$ cat config.mk
export PLATFORM = sky130hd
export DESIGN_NAME = jtag_shift_engine
export DESIGN_NICKNAME = d
export VERILOG_FILES = /design/src/rtl/jtag_shift_engine.sv
export SDC_FILE = /design/constraint.sdc
export NUM_CORES = 1
export LEC_CHECK = 0
export ABC_AREA = 1
export CAP_MARGIN = 40
export CORE_ASPECT_RATIO = 2
export CORE_MARGIN = 2
export CORE_UTILIZATION = 48
export DETAILED_ROUTE_END_ITERATION = 12
export PLACE_DENSITY = 0.88
export SLEW_MARGIN = 0
export SYNTH_ARGS = -nofsm -noshare
export SYNTH_HDL_FRONTEND = slang
export SYNTH_SLANG_ARGS = --single-unit
$ cat constraint.sdc
create_clock -name CLK -period 2.2 [get_ports CLK]
set_clock_uncertainty 0.1 [all_clocks]
set_input_delay 0.55 -clock CLK [delete_from_list [all_inputs] [get_ports CLK]]
set_output_delay 0.55 -clock CLK [all_outputs]
set_load 0.02 [all_outputs]
$ cat src/rtl/jtag_shift_engine.sv
// Host-driven JTAG shift engine: shifts up to 32 TMS/TDI pairs LSB-first at a divided TCK.
// Optional feature macro: JTAG_ENGINE_TLR_EN (adds CMD_TLR one-shot Test-Logic-Reset command).
module jtag_shift_engine #(
  parameter int unsigned HALF_PERIOD = 4,
  parameter int unsigned NUM_CHAINS  = 12
) (
  input  logic        CLK,
  input  logic        RST,
  input  logic        CMD_VALID,
  output logic        CMD_READY,
  input  logic [31:0] CMD_TMS,
  input  logic [31:0] CMD_TDI,
  input  logic [5:0]  CMD_LEN,
  input  logic [3:0]  CMD_SEL,
`ifdef JTAG_ENGINE_TLR_EN
  input  logic        CMD_TLR,
`endif
  output logic        RSP_VALID,
  output logic [31:0] RSP_TDO,
  output logic        RSP_ERR,
  output logic [3:0]  JTAG_SEL,
  output logic        V_TCK,
  output logic        V_TMS,
  output logic        V_TDI,
  input  logic        V_TDO
);

  localparam int unsigned DivW = (HALF_PERIOD > 1) ? $clog2(HALF_PERIOD) : 1;
  localparam logic [DivW-1:0] DivLast = DivW'(HALF_PERIOD - 1);

  typedef enum logic [1:0] {StIdle, StLow, StHigh, StDone} state_e;

  state_e          state_q, state_d;
  logic [31:0]     tms_q, tms_d, tdi_q, tdi_d, cap_q, cap_d;
  logic [5:0]      len_q, len_d;
  logic [4:0]      bit_q, bit_d;
  logic [DivW-1:0] div_q, div_d;
  logic            err_q, err_d;
  logic            ready_q, ready_d;
  logic            rsp_valid_q, rsp_valid_d;
  logic [31:0]     rsp_tdo_q, rsp_tdo_d;
  logic            rsp_err_q, rsp_err_d;
  logic [3:0]      sel_q, sel_d;
  logic            tck_q, tck_d, vtms_q, vtms_d, vtdi_q, vtdi_d;

  logic [31:0] tms_in, tdi_in;
  logic [5:0]  len_in;
  logic        sel_bad, div_last, bit_last;
  logic [4:0]  bit_nxt;

  always_comb begin
    state_d     = state_q;
    tms_d       = tms_q;
    tdi_d       = tdi_q;
    cap_d       = cap_q;
    len_d       = len_q;
    bit_d       = bit_q;
    div_d       = div_q;
    err_d       = err_q;
    ready_d     = ready_q;
    rsp_valid_d = 1'b0;
    rsp_tdo_d   = rsp_tdo_q;
    rsp_err_d   = rsp_err_q;
    sel_d       = sel_q;
    tck_d       = tck_q;
    vtms_d      = vtms_q;
    vtdi_d      = vtdi_q;

    tms_in = CMD_TMS;
    tdi_in = CMD_TDI;
    len_in = (CMD_LEN > 6'd32) ? 6'd32 : CMD_LEN;
`ifdef JTAG_ENGINE_TLR_EN
    if (CMD_TLR) begin
      tms_in = 32'h0000_001F;
      tdi_in = '0;
      len_in = 6'd5;
    end
`endif
    sel_bad  = 32'(CMD_SEL) >= NUM_CHAINS;
    div_last = (div_q == DivLast);
    bit_last = ({1'b0, bit_q} == (len_q - 6'd1));
    bit_nxt  = bit_q + 5'd1;

    unique case (state_q)
      StIdle: begin
        if (CMD_VALID) begin
          ready_d = 1'b0;
          tms_d   = tms_in;
          tdi_d   = tdi_in;
          len_d   = len_in;
          bit_d   = '0;
          div_d   = '0;
          cap_d   = '0;
          err_d   = sel_bad;
          if (sel_bad) begin
            state_d = StDone;
          end else begin
            sel_d = CMD_SEL;
            if (len_in == 6'd0) begin
              state_d = StDone;
            end else begin
              state_d = StLow;
              vtms_d  = tms_in[0];
              vtdi_d  = tdi_in[0];
            end
          end
        end
      end
      StLow: begin
        div_d = div_q + 1'b1;
        if (div_last) begin
          div_d        = '0;
          state_d      = StHigh;
          tck_d        = 1'b1;
          cap_d[bit_q] = V_TDO;
        end
      end
      StHigh: begin
        div_d = div_q + 1'b1;
        if (div_last) begin
          div_d = '0;
          tck_d = 1'b0;
          if (bit_last) begin
            state_d = StDone;
          end else begin
            // TMS/TDI move only together with the falling TCK edge.
            bit_d   = bit_nxt;
            state_d = StLow;
            vtms_d  = tms_q[bit_nxt];
            vtdi_d  = tdi_q[bit_nxt];
          end
        end
      end
      StDone: begin
        rsp_valid_d = 1'b1;
        rsp_tdo_d   = cap_q;
        rsp_err_d   = err_q;
        ready_d     = 1'b1;
        state_d     = StIdle;
      end
    endcase
  end

  always_ff @(posedge CLK) begin
    if (RST) begin
      state_q     <= StIdle;
      tms_q       <= '0;
      tdi_q       <= '0;
      cap_q       <= '0;
      len_q       <= '0;
      bit_q       <= '0;
      div_q       <= '0;
      err_q       <= 1'b0;
      ready_q     <= 1'b1;
      rsp_valid_q <= 1'b0;
      rsp_tdo_q   <= '0;
      rsp_err_q   <= 1'b0;
      sel_q       <= '0;
      tck_q       <= 1'b0;
      vtms_q      <= 1'b1;
      vtdi_q      <= 1'b0;
    end else begin
      state_q     <= state_d;
      tms_q       <= tms_d;
      tdi_q       <= tdi_d;
      cap_q       <= cap_d;
      len_q       <= len_d;
      bit_q       <= bit_d;
      div_q       <= div_d;
      err_q       <= err_d;
      ready_q     <= ready_d;
      rsp_valid_q <= rsp_valid_d;
      rsp_tdo_q   <= rsp_tdo_d;
      rsp_err_q   <= rsp_err_d;
      sel_q       <= sel_d;
      tck_q       <= tck_d;
      vtms_q      <= vtms_d;
      vtdi_q      <= vtdi_d;
    end
  end

  assign CMD_READY = ready_q;
  assign RSP_VALID = rsp_valid_q;
  assign RSP_TDO   = rsp_tdo_q;
  assign RSP_ERR   = rsp_err_q;
  assign JTAG_SEL  = sel_q;
  assign V_TCK     = tck_q;
  assign V_TMS     = vtms_q;
  assign V_TDI     = vtdi_q;

endmodule

Fig. 1: run 1, routed metal, one colour a layer
(3 px per µm)
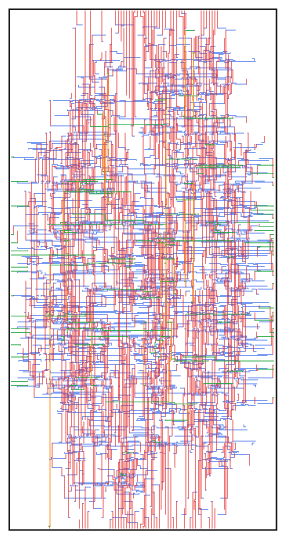
metal 1 -> blue  # wire length 6940 µm
metal 2 -> red  # wire length 10300 µm
metal 4 -> orange  # wire length 540 µm
metal 3 -> green  # wire length 839 µm
GRT Total Usage: 0.243
average routed wire per standard cell: 14.5 µm
Post-Route WL: 18.6 mm
DR vias: 6691

Fig. 2: run 1, the clock network
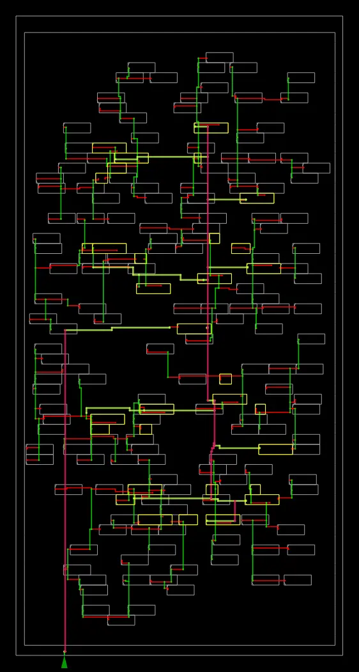
num sequential: 154
Layout clock buffers: 22

Fig. 3: run 1, M2 wires
(2 px per µm)
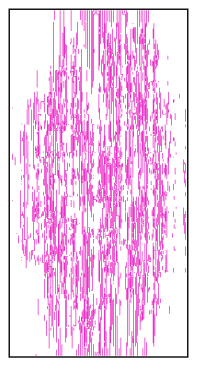
share of all routed wire = 55%
nets with wire on the layer = 935
longest straight run = 58.5 µm
M2 GR Usage: 0.457

==> reports/metrics.cfg, run 1 <==
[final_timing]
drv_slew=0
period_used_share=0.935
max_slew.worst_pin.slew_ns=0.610
setup_viol=0
whs_ns=0.349
setup_tns_ns=0
hold_violations=0
min_period_ns=2.06
fmaxAchievable_ghz=0.486

[layout]
syn2layout_area_growth_pct=28.9
design_area_mm2=0.00885
layout_top_cell=nor2_1
fin_cells=1279
layout_top_cells=nor2_1, nand2_1, dfxtp_1
n_antenna_cell=0
comb_area_mm2=0.00321

[worst_hold_path]
hold_depth=2
hold_path.class=reg2reg

[yosys]
syn_area_mm2=0.00686
ys_area_mm2=0.00686
largest_area_cell=dfxtp_1
async_reset_ff_frac=0
yosysWarnings=0
ys_cells=973
ys_seq_elements=154
ys_seq_share=0.449
syn_inst=973
topCellsByArea=dfxtp_1, o21ai_0, nor2_1
yosys.area.top_type_share=0.449
edf_count=0

[routing]
drt-met1-wl_mm=6.94
detail-route-antenna-nets=0
route.met3.wl_um=839
top_layer=met4
drc=0

[critical_path]
path_depth=1
slowest_delay_ns=0.64
worstRegToRegCells=10
crit_buf_inv=1
critPathKind=reg2out
critPathTopFamily=buffers and inverters
crit_path_start_kind=flop
path_max_fanout=2

[power_and_ir_drop]
peakVddDrop_mv=0.691
power_density_mw_per_mm2=1070
p_int_mw=6.10
leakage_nw=3.54
total_power_mw=9.43

[global_routing]
grt_pass1_vias=6328
grt_pass1_wl_mm=29.5
antenna_found_initial=0
grt_max_degree=80
grt_overflow=0

[placed_design]
post-place-cells=1247
dp_hpwl_mm=12.9
io_buffer_count=119

[run]
maxCapViolations=0
warnings=32

[clock_network]
htree_levels=4
numCtsBuffers=17
cts.path.max_buffers=2
cts_hold_buffers=0
cts.sinks=154
clkTransAtPathRegs_ns=0.06

[status]
status=finished, final reports clean

[die]
core-area_mm2=0.0140
dieArea_mm2=0.0153
initCoreUtil=0.491
io_pins=120
rows=61

==> run 1: per-layer routing <==
metal,track usage,vias up
met1,0.256,3062
li1,-,3375
met2,0.457,207
met3,0.0434,47
met4,0.0909,0
met5,0,-
==> run 1: kinds of logic after synthesis <==
group,synth area share
buffers and inverters,0.0831
adder cells (fa/ha/maj),0.0182
flip-flops,0.449
AND/OR/NAND/NOR,0.240
XOR/XNOR,0.00966
AND-OR/OR-AND,0.200
==> run 1: power groups by stage <==
stage / sequential, mW / clock, mW / combinational, mW
after detailed placement: 3.59 / 0 / 3.07
after floorplan: 3.72 / 0 / 1.91
after global placement: 3.58 / 0 / 2.99
final: 3.54 / 2.78 / 3.11
after CTS: 3.53 / 2.82 / 3.11
after global routing: 3.58 / 2.93 / 3.47
==> run 1: flip-flops by register name, indices dropped and copies added (netlist names) <==
name	flops
V_TCK	1
div_q	2
RSP_VALID	1
len_q	6
cap_q	32
err_q	1
V_TMS	1
tdi_q	32
JTAG_SEL	4
tms_q	32
RSP_TDO	32
V_TDI	1
CMD_READY	1
bit_q	5
RSP_ERR	1
state_q	2
==> run 1: worst paths after layout <==
kind                    from         to  slack [ns]
hold reg to reg    tms_q[15]  tms_q[15]        0.35
setup reg to reg  state_q[0]   bit_q[3]        0.15
setup / recovery       V_TCK      V_TCK        0.14
hold / removal     tms_q[15]  tms_q[15]        0.35
==> run 1: per-stage QoR <==
stage                     worst slack, ns   util
after floorplan                     0.192      -
after global placement             0.0686  0.592
after detailed placement         -0.00148  0.592
after CTS                           0.139  0.633
after global routing              0.00147  0.633
final                               0.144  0.633
==> run 1: cell type report <==
class	instances	share of cell area
inverter	80	0.0339
clock buffer	22	0.0559
multi-input combinational	679	0.363
sequential	154	0.348
tap	189	0.0267
clock inverter	10	0.00891
timing repair buffer	145	0.163
==> run 1 -> run 2 <==
--- a/config.mk
+++ b/config.mk
@@ -7,11 +7,13 @@
 export LEC_CHECK = 0
 export ABC_AREA = 1
 export CAP_MARGIN = 40
+export CELL_PAD_IN_SITES_DETAIL_PLACEMENT = 2
+export CELL_PAD_IN_SITES_GLOBAL_PLACEMENT = 2
 export CORE_ASPECT_RATIO = 2
 export CORE_MARGIN = 2
-export CORE_UTILIZATION = 48
+export CORE_UTILIZATION = 26
 export DETAILED_ROUTE_END_ITERATION = 12
-export PLACE_DENSITY = 0.88
+export PLACE_DENSITY = 0.86
 export SLEW_MARGIN = 0
 export SYNTH_ARGS = -nofsm -noshare
 export SYNTH_HDL_FRONTEND = slang
Fig. 4: run 2, supply network
(2 px per µm) Pins as bars on the die edge. Tap cells in grey.
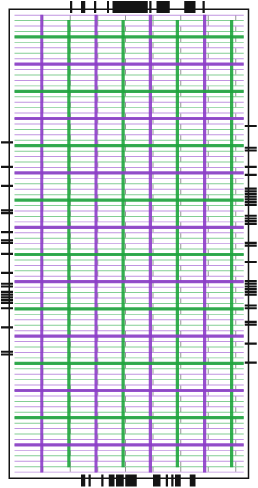
VDD -> green
VSS -> purple
signal pins = 120
met4 straps = 8
met5 straps = 16
met1 rails = 85
Die Ht: 234 µm
peak supply drop: 0.494 mV

==> reports/metrics.cfg, run 2 <==
[final_timing]
rsz0062_at_grt=true
drv_slew=0
setup_viol=0
min_period_ns=2.12
hold_violations=0
relSlewSlack=0.734
fmaxAchievable_ghz=0.471
whs_ns=0.356
setup_tns_ns=0
max_slew.worst_pin.slew_ns=0.398
setup_ws_ns=0.0781
period_used_share=0.965

[critical_path]
slowest_delay_ns=0.68
crit_path_top_delay_cell=clkdlybuf4s50_1
crit_path_start_kind=flop
cp-end-kind=primary output
path_max_fanout=2
crit_arrival_ns=1.47
crit_chain=clkdlybuf4s50_1
crit_buf_inv=1
worstPathRequired_ns=1.55
critPathTopFamily=buffers and inverters
critPathKind=reg2out

[placed_design]
place_congestion=0.772
placedInstanceArea_mm2=0.00851
io_buffer_count=119
dp_slack_ns=-0.0211
dp_hpwl_mm=18.5
post-place-cells=1406

[power_and_ir_drop]
leakage_nw=3.57
power_density_mw_per_mm2=1080
total_power_mw=9.85

[layout]
nNetsFinal=1169
syn2layout_area_growth_pct=32.7
drive_gt1_frac=0.0860
postLayoutCoreUtil=0.348
layout_top_cell=nor2_1
fin_cells=1438
design_area_mm2=0.00911
layout_top_cells=nor2_1, nand2_1, dfxtp_1

[yosys]
top_cells_by_count=nor2_1, nand2_1, dfxtp_1
syn_area_mm2=0.00686
topCellsByArea=dfxtp_1, o21ai_0, nor2_1
ys_cells=973
largest_area_cell=dfxtp_1
ys_seq_share=0.449
async_reset_ff_frac=0
synth_cell_types=34
yosysWarnings=0
ys_area_mm2=0.00686
avgSynthCellArea_um2=7.05
flop_cell=dfxtp_1
edf_count=0
syn_inst=973
ys_seq_elements=154
syn_nets=1061
yosysMostFrequentCell=nor2_1
yosys.area.top_type_share=0.449

[die]
core-area_mm2=0.0262
rows=84
io_pins=120
dieArea_mm2=0.0278
initCoreUtil=0.262
dieWidth_um=119

[global_routing]
antenna_found_initial=1
grt_usage=0.189
grt_pass1_vias=7758
grt_pass1_wl_mm=40.3
grt_max_degree=63
grt_overflow=0

[run]
warnings=33
maxCapViolations=0

[clock_network]
numCtsBuffers=17
clockRootBuffer=clkbuf_16
clkTransAtPathRegs_ns=0.06
cts.sinks=154
postCtsSetupRepairBufs=0
clk_latency_ns=0.45
cts_tree=yes
cts_hold_buffers=0
cts.path.max_buffers=2
htree_levels=4

[routing]
drtIter0Drc=305
drtPass1Iterations=4
vias=6894
vias_per_cell=4.79
wirelength_mm=25.8
detail-route-antenna-nets=0
wl_per_cell_um=17.9
drc=0

[worst_hold_path]
hold_path.class=reg2reg

[status]
status=finished, final reports clean

[run 2: cell counts after synthesis]
Identical to the previous run, type by type.
[run 2: kinds of logic (layout without fill, tap and decap cells)]
group | Yosys count | after routing | synth area share
flip-flops | 154 | 154 | 0.449
XOR/XNOR | 5 | 5 | 0.00966
AND/OR/NAND/NOR | 405 | 405 | 0.240
AND-OR/OR-AND | 259 | 259 | 0.200
adder cells (fa/ha/maj) | 10 | 10 | 0.0182
other | 0 | 1 | 0
buffers and inverters | 140 | 260 | 0.0831
[run 2: final cells by class]
cell class / instances / area [µm²]
multi-input combinational: 679 / 3230
clock inverter: 11 / 124
tap: 344 / 430
timing repair buffer: 149 / 1490
sequential: 154 / 3080
clock buffer: 20 / 447
antenna: 1 / 2.50
inverter: 80 / 300
fill: 3061 / 17100
[run 2: routing by layer]
layer / up-vias / global-route usage / wire [µm] / part of all wire
li1: 3372 / - / - / -
met1: 3386 / 0.175 / 9270 / 0.36
met2: 104 / 0.392 / 15100 / 0.59
met3: 32 / 0.0372 / 648 / 0.025
met4: 0 / 0.0748 / 747 / 0.029
met5: - / 0 / 0 / 0
[run 2: worst paths after layout]
check,startpoint,end,slack [ns],depth (start not counted)
max,JTAG_SEL[0],JTAG_SEL[0],0.08,1
min,tdi_q[8],tdi_q[8],0.36,2
max reg2reg,state_q[0],bit_q[0],0.11,11
min reg2reg,tdi_q[8],tdi_q[8],0.36,2
[run 2: repair_timing]
action | CTS | global route
pin swaps | 0 | 2
endpoints found under the setup margin | 3 | 5
resized | 3 | 7
[run 2: power breakdown]
group | switching, mW | total, mW | internal (mW)
Combinational | 2.13 | 3.34 | 1.21
Clock | 1.24 | 2.93 | 1.69
Sequential | 0.271 | 3.58 | 3.31
Power is estimated from default activity; no workload was simulated.
